$ cat src/rtl/rx_frame_reader_pkg.sv
// rx_frame_reader_pkg: shared buffer geometry, frame layout constants and FSM states
// for the rx audio sample-buffer reader.
package rx_frame_reader_pkg;

    localparam int RXBUF_SIZE     = 8192;
    localparam int ADDR_W_DEF     = $clog2(RXBUF_SIZE);
    localparam int WORDS_PER_SAMP = 3;
    localparam int TICKS_WORDS    = 3;
    localparam int CTR_WORDS      = 1;

    typedef enum logic [3:0] {
        ST_IDLE,
        ST_RD_I,
        ST_RD_Q,
        ST_RD_X,
        ST_PRESENT,
        ST_RD_T0,
        ST_RD_T1,
        ST_RD_T2,
        ST_RD_CTR,
        ST_DONE
    } state_e;

    function automatic logic [17:0] frame_len(input logic [15:0] n);
        return 18'(WORDS_PER_SAMP) * {2'b00, n} + 18'(TICKS_WORDS + CTR_WORDS);
    endfunction

endpackage

$ cat src/rtl/rx_frame_reader_word_fetch.sv
// rx_buf_word_fetch: two-cycle issue/capture read unit; owns the read pointer and
// presents each returned buffer word with a one-cycle word_valid_o.
module rx_buf_word_fetch
    import rx_frame_reader_pkg::*;
#(
    parameter int ADDR_W = ADDR_W_DEF
) (
    input  logic              adc_clk,
    input  logic              reset,
    input  logic              req_i,
    input  logic [15:0]       mem_dout_i,
    output logic              mem_rd_o,
    output logic [ADDR_W-1:0] mem_addr_o,
    output logic [ADDR_W-1:0] rd_ptr_o,
    output logic              word_valid_o,
    output logic [15:0]       word_o
);

    logic              pend_q;
    logic [ADDR_W-1:0] rd_ptr_q;

    // A request held across the capture cycle does not re-issue until the word lands.
    assign mem_rd_o     = req_i && !pend_q;
    assign mem_addr_o   = rd_ptr_q;
    assign rd_ptr_o     = rd_ptr_q;
    assign word_valid_o = pend_q;
    assign word_o       = mem_dout_i;

    always_ff @(posedge adc_clk) begin
        if (reset) begin
            pend_q   <= 1'b0;
            rd_ptr_q <= '0;
        end else begin
            pend_q <= mem_rd_o;
            if (mem_rd_o) rd_ptr_q <= rd_ptr_q + 1'b1;
        end
    end

endmodule

$ cat src/rtl/rx_frame_reader.sv
// rx_frame_reader: reads I/Q/X triplets, 48-bit ticks and the buffer counter out of the
// shared rx sample buffer, streams samples and reports per-frame ticks/counter/errors.
module rx_frame_reader
    import rx_frame_reader_pkg::*;
#(
    parameter int ADDR_W = ADDR_W_DEF
) (
    input  logic              adc_clk,
    input  logic              reset,
    input  logic [15:0]       nrx_samps,
    input  logic [ADDR_W-1:0] wr_ptr,
    output logic              mem_rd,
    output logic [ADDR_W-1:0] mem_addr,
    input  logic [15:0]       mem_dout,
    output logic [ADDR_W-1:0] rd_ptr,
    output logic              samp_valid,
    input  logic              samp_ready,
    output logic [15:0]       samp_i,
    output logic [15:0]       samp_q,
    output logic [15:0]       samp_x,
    output logic [15:0]       samp_idx,
    output logic              frame_done,
    output logic [47:0]       frame_ticks,
    output logic [15:0]       frame_ctr,
    output logic              seq_err,
    output logic              overrun,
    output logic              cfg_err,
    input  logic              clr_err
);

    localparam int DEPTH = 1 << ADDR_W;

    state_e      state_q;
    logic [15:0] nsamp_q, samp_i_q, samp_q_q, samp_x_q, samp_idx_q, frame_ctr_q;
    logic [47:0] ticks_sh_q, frame_ticks_q;
    logic        samp_valid_q, frame_done_q, seen_q, seq_err_q, overrun_q, cfg_err_q;
    logic        req, word_valid;
    logic [15:0] word;
    logic [18:0] flen_w, level_w, depth_w;

    assign req     = state_q inside {ST_RD_I, ST_RD_Q, ST_RD_X, ST_RD_T0, ST_RD_T1, ST_RD_T2, ST_RD_CTR};
    assign flen_w  = {1'b0, frame_len(nrx_samps)};
    assign level_w = 19'(ADDR_W'(wr_ptr - rd_ptr));
    assign depth_w = 19'(DEPTH);

    rx_buf_word_fetch #(.ADDR_W(ADDR_W)) u_fetch (
        .adc_clk      (adc_clk),
        .reset        (reset),
        .req_i        (req),
        .mem_dout_i   (mem_dout),
        .mem_rd_o     (mem_rd),
        .mem_addr_o   (mem_addr),
        .rd_ptr_o     (rd_ptr),
        .word_valid_o (word_valid),
        .word_o       (word)
    );

    always_ff @(posedge adc_clk) begin
        if (reset) begin
            state_q       <= ST_IDLE;
            nsamp_q       <= '0;
            samp_i_q      <= '0;
            samp_q_q      <= '0;
            samp_x_q      <= '0;
            samp_idx_q    <= '0;
            samp_valid_q  <= 1'b0;
            frame_done_q  <= 1'b0;
            ticks_sh_q    <= '0;
            frame_ticks_q <= '0;
            frame_ctr_q   <= '0;
            seen_q        <= 1'b0;
            seq_err_q     <= 1'b0;
            overrun_q     <= 1'b0;
            cfg_err_q     <= 1'b0;
        end else begin
            frame_done_q <= 1'b0;
            // Clear first so any flag set later in this cycle takes priority.
            if (clr_err) begin
                seq_err_q <= 1'b0;
                overrun_q <= 1'b0;
                cfg_err_q <= 1'b0;
            end
            case (state_q)
                ST_IDLE: begin
                    nsamp_q    <= nrx_samps;
                    samp_idx_q <= '0;
                    if (flen_w > depth_w) cfg_err_q <= 1'b1;
                    else if (level_w >= flen_w) begin
                        state_q <= (nrx_samps == 16'd0) ? ST_RD_T0 : ST_RD_I;
                        if (level_w > depth_w - flen_w) overrun_q <= 1'b1;
                    end
                end
                ST_RD_I: if (word_valid) begin
                    samp_i_q <= word;
                    state_q  <= ST_RD_Q;
                end
                ST_RD_Q: if (word_valid) begin
                    samp_q_q <= word;
                    state_q  <= ST_RD_X;
                end
                ST_RD_X: if (word_valid) begin
                    samp_x_q     <= word;
                    samp_valid_q <= 1'b1;
                    state_q      <= ST_PRESENT;
                end
                ST_PRESENT: if (samp_ready) begin
                    samp_valid_q <= 1'b0;
                    if (samp_idx_q + 16'd1 == nsamp_q) state_q <= ST_RD_T0;
                    else begin
                        samp_idx_q <= samp_idx_q + 16'd1;
                        state_q    <= ST_RD_I;
                    end
                end
                ST_RD_T0: if (word_valid) begin
                    ticks_sh_q[15:0] <= word;
                    state_q          <= ST_RD_T1;
                end
                ST_RD_T1: if (word_valid) begin
                    ticks_sh_q[31:16] <= word;
                    state_q           <= ST_RD_T2;
                end
                ST_RD_T2: if (word_valid) begin
                    ticks_sh_q[47:32] <= word;
                    state_q           <= ST_RD_CTR;
                end
                ST_RD_CTR: if (word_valid) begin
                    frame_ctr_q   <= word;
                    frame_ticks_q <= ticks_sh_q;
                    frame_done_q  <= 1'b1;
                    seen_q        <= 1'b1;
                    if (seen_q && word != frame_ctr_q + 16'd1) seq_err_q <= 1'b1;
                    state_q       <= ST_DONE;
                end
                ST_DONE: state_q <= ST_IDLE;
                default: state_q <= ST_IDLE;
            endcase
        end
    end

    assign samp_valid  = samp_valid_q;
    assign samp_i      = samp_i_q;
    assign samp_q      = samp_q_q;
    assign samp_x      = samp_x_q;
    assign samp_idx    = samp_idx_q;
    assign frame_done  = frame_done_q;
    assign frame_ticks = frame_ticks_q;
    assign frame_ctr   = frame_ctr_q;
    assign seq_err     = seq_err_q;
    assign overrun     = overrun_q;
    assign cfg_err     = cfg_err_q;

endmodule

$ cat config.mk
export PLATFORM = sky130hd
export DESIGN_NAME = rx_frame_reader
export DESIGN_NICKNAME = d
export VERILOG_FILES = /design/src/rtl/rx_frame_reader_pkg.sv /design/src/rtl/rx_frame_reader_word_fetch.sv /design/src/rtl/rx_frame_reader.sv
export SDC_FILE = /design/constraint.sdc
export NUM_CORES = 1
export LEC_CHECK = 0
export CAP_MARGIN = 20
export CORE_UTILIZATION = 54
export CTS_CLUSTER_DIAMETER = 120
export DETAILED_ROUTE_END_ITERATION = 6
export PLACE_DENSITY = 0.9
export RECOVER_POWER = 50
export SYNTH_ARGS = -nofsm -noshare
export SYNTH_HDL_FRONTEND = slang
export SYNTH_HIERARCHICAL = 1
export SYNTH_SLANG_ARGS = --single-unit
$ cat constraint.sdc
create_clock -name adc_clk -period 4.9 [get_ports adc_clk]
set_input_delay 1.225 -clock adc_clk [delete_from_list [all_inputs] [get_ports adc_clk]]
set_output_delay 1.225 -clock adc_clk [all_outputs]
set_load 0.005 [all_outputs]
Fig. 1: signal wires on met1
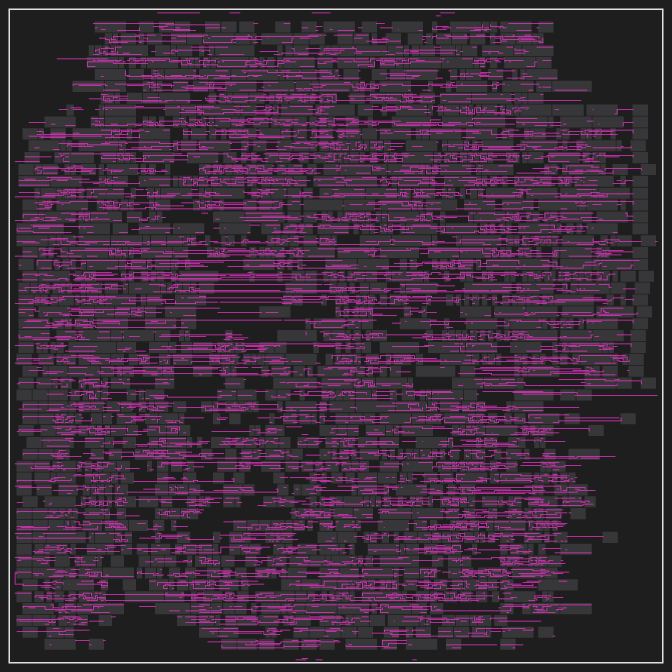
nets with wire on the layer: 1,677
share of all routed wire: 41%
wire length on this layer: 14,100 um
longest straight run: 62.1 um

Fig. 2: metal 2
Bar = 50 um.
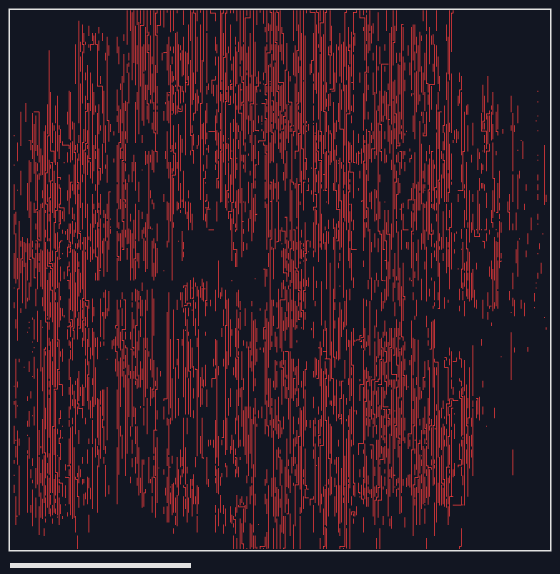
longest straight run: 49.6 um
wire length on this layer: 16,200 um
nets with wire on the layer: 1,517
main direction: vertical
share of all routed wire: 47%

Fig. 3: M3 wires
Bar = 50 um.
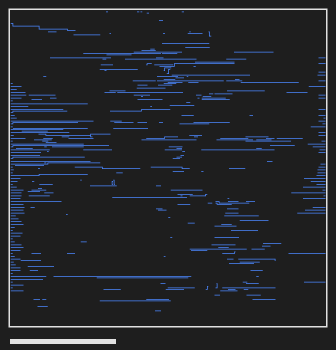
main direction: horizontal
longest straight run: 64.8 um
share of all routed wire: 8.4%
wire length on this layer: 2,870 um

Fig. 4: metal 4
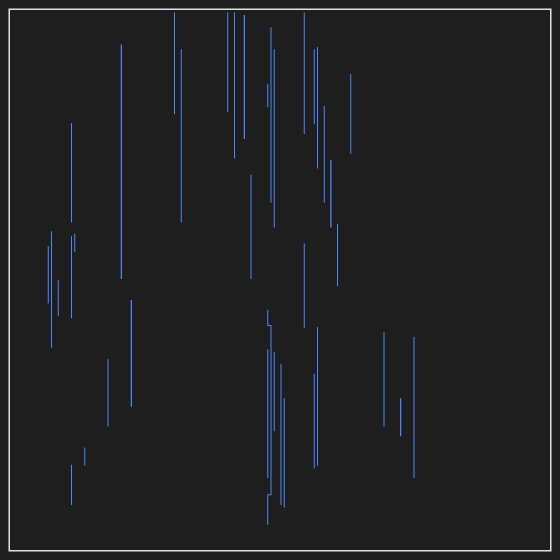
share of all routed wire: 3.1%
longest straight run: 64.6 um
nets with wire on the layer: 32
wire length on this layer: 1,070 um
main direction: vertical

==> impl_metrics.ini <==
; synthesis and place-and-route metrics
[yosys]
ys_warn_count = 6
synthTopCellsByCount = nand2_1, dfxtp_1, a21oi_1, ha_1, nor2_1
synthDistinctLibCells = 74

[drt]
finalWirelength_um = 34200
highest_layer = met4
m1WireLength_um = 14100

[power_and_ir_drop]
pg_comb_uw = 704
p_int_mw = 3.14
switchingPower_mw = 1.15

[place]
routabilityCongestion = 0.901

[status]
violations = max-capacitance violations, max-slew violations
status = complete, but fails checks

[flow_run]
drv_cap = 2

[cells_and_area]
lay_top_count = nand2_1
num-multi-input-gates = 1121
nClkBuffers = 32
finish.utilization_pct = 70.1
n_all_inverters = 62
fin_area_um2 = 14800
fin_cells = 1981

[sta]
slew_violations = 150
hold_viol = 0

[worst_setup_path]
crit_slowest_cell = clkdlybuf4s50_1
worstPathArrival_ps = 5090

[min_path]
min_path_type = flip-flop to flip-flop

[clock_tree]
postCtsSetupRepairBufs = 0

[global_routing]
use_met1_pct = 36.8
grt_use_met3_pct = 6.34

[floorplanning]
boundaryPins = 209
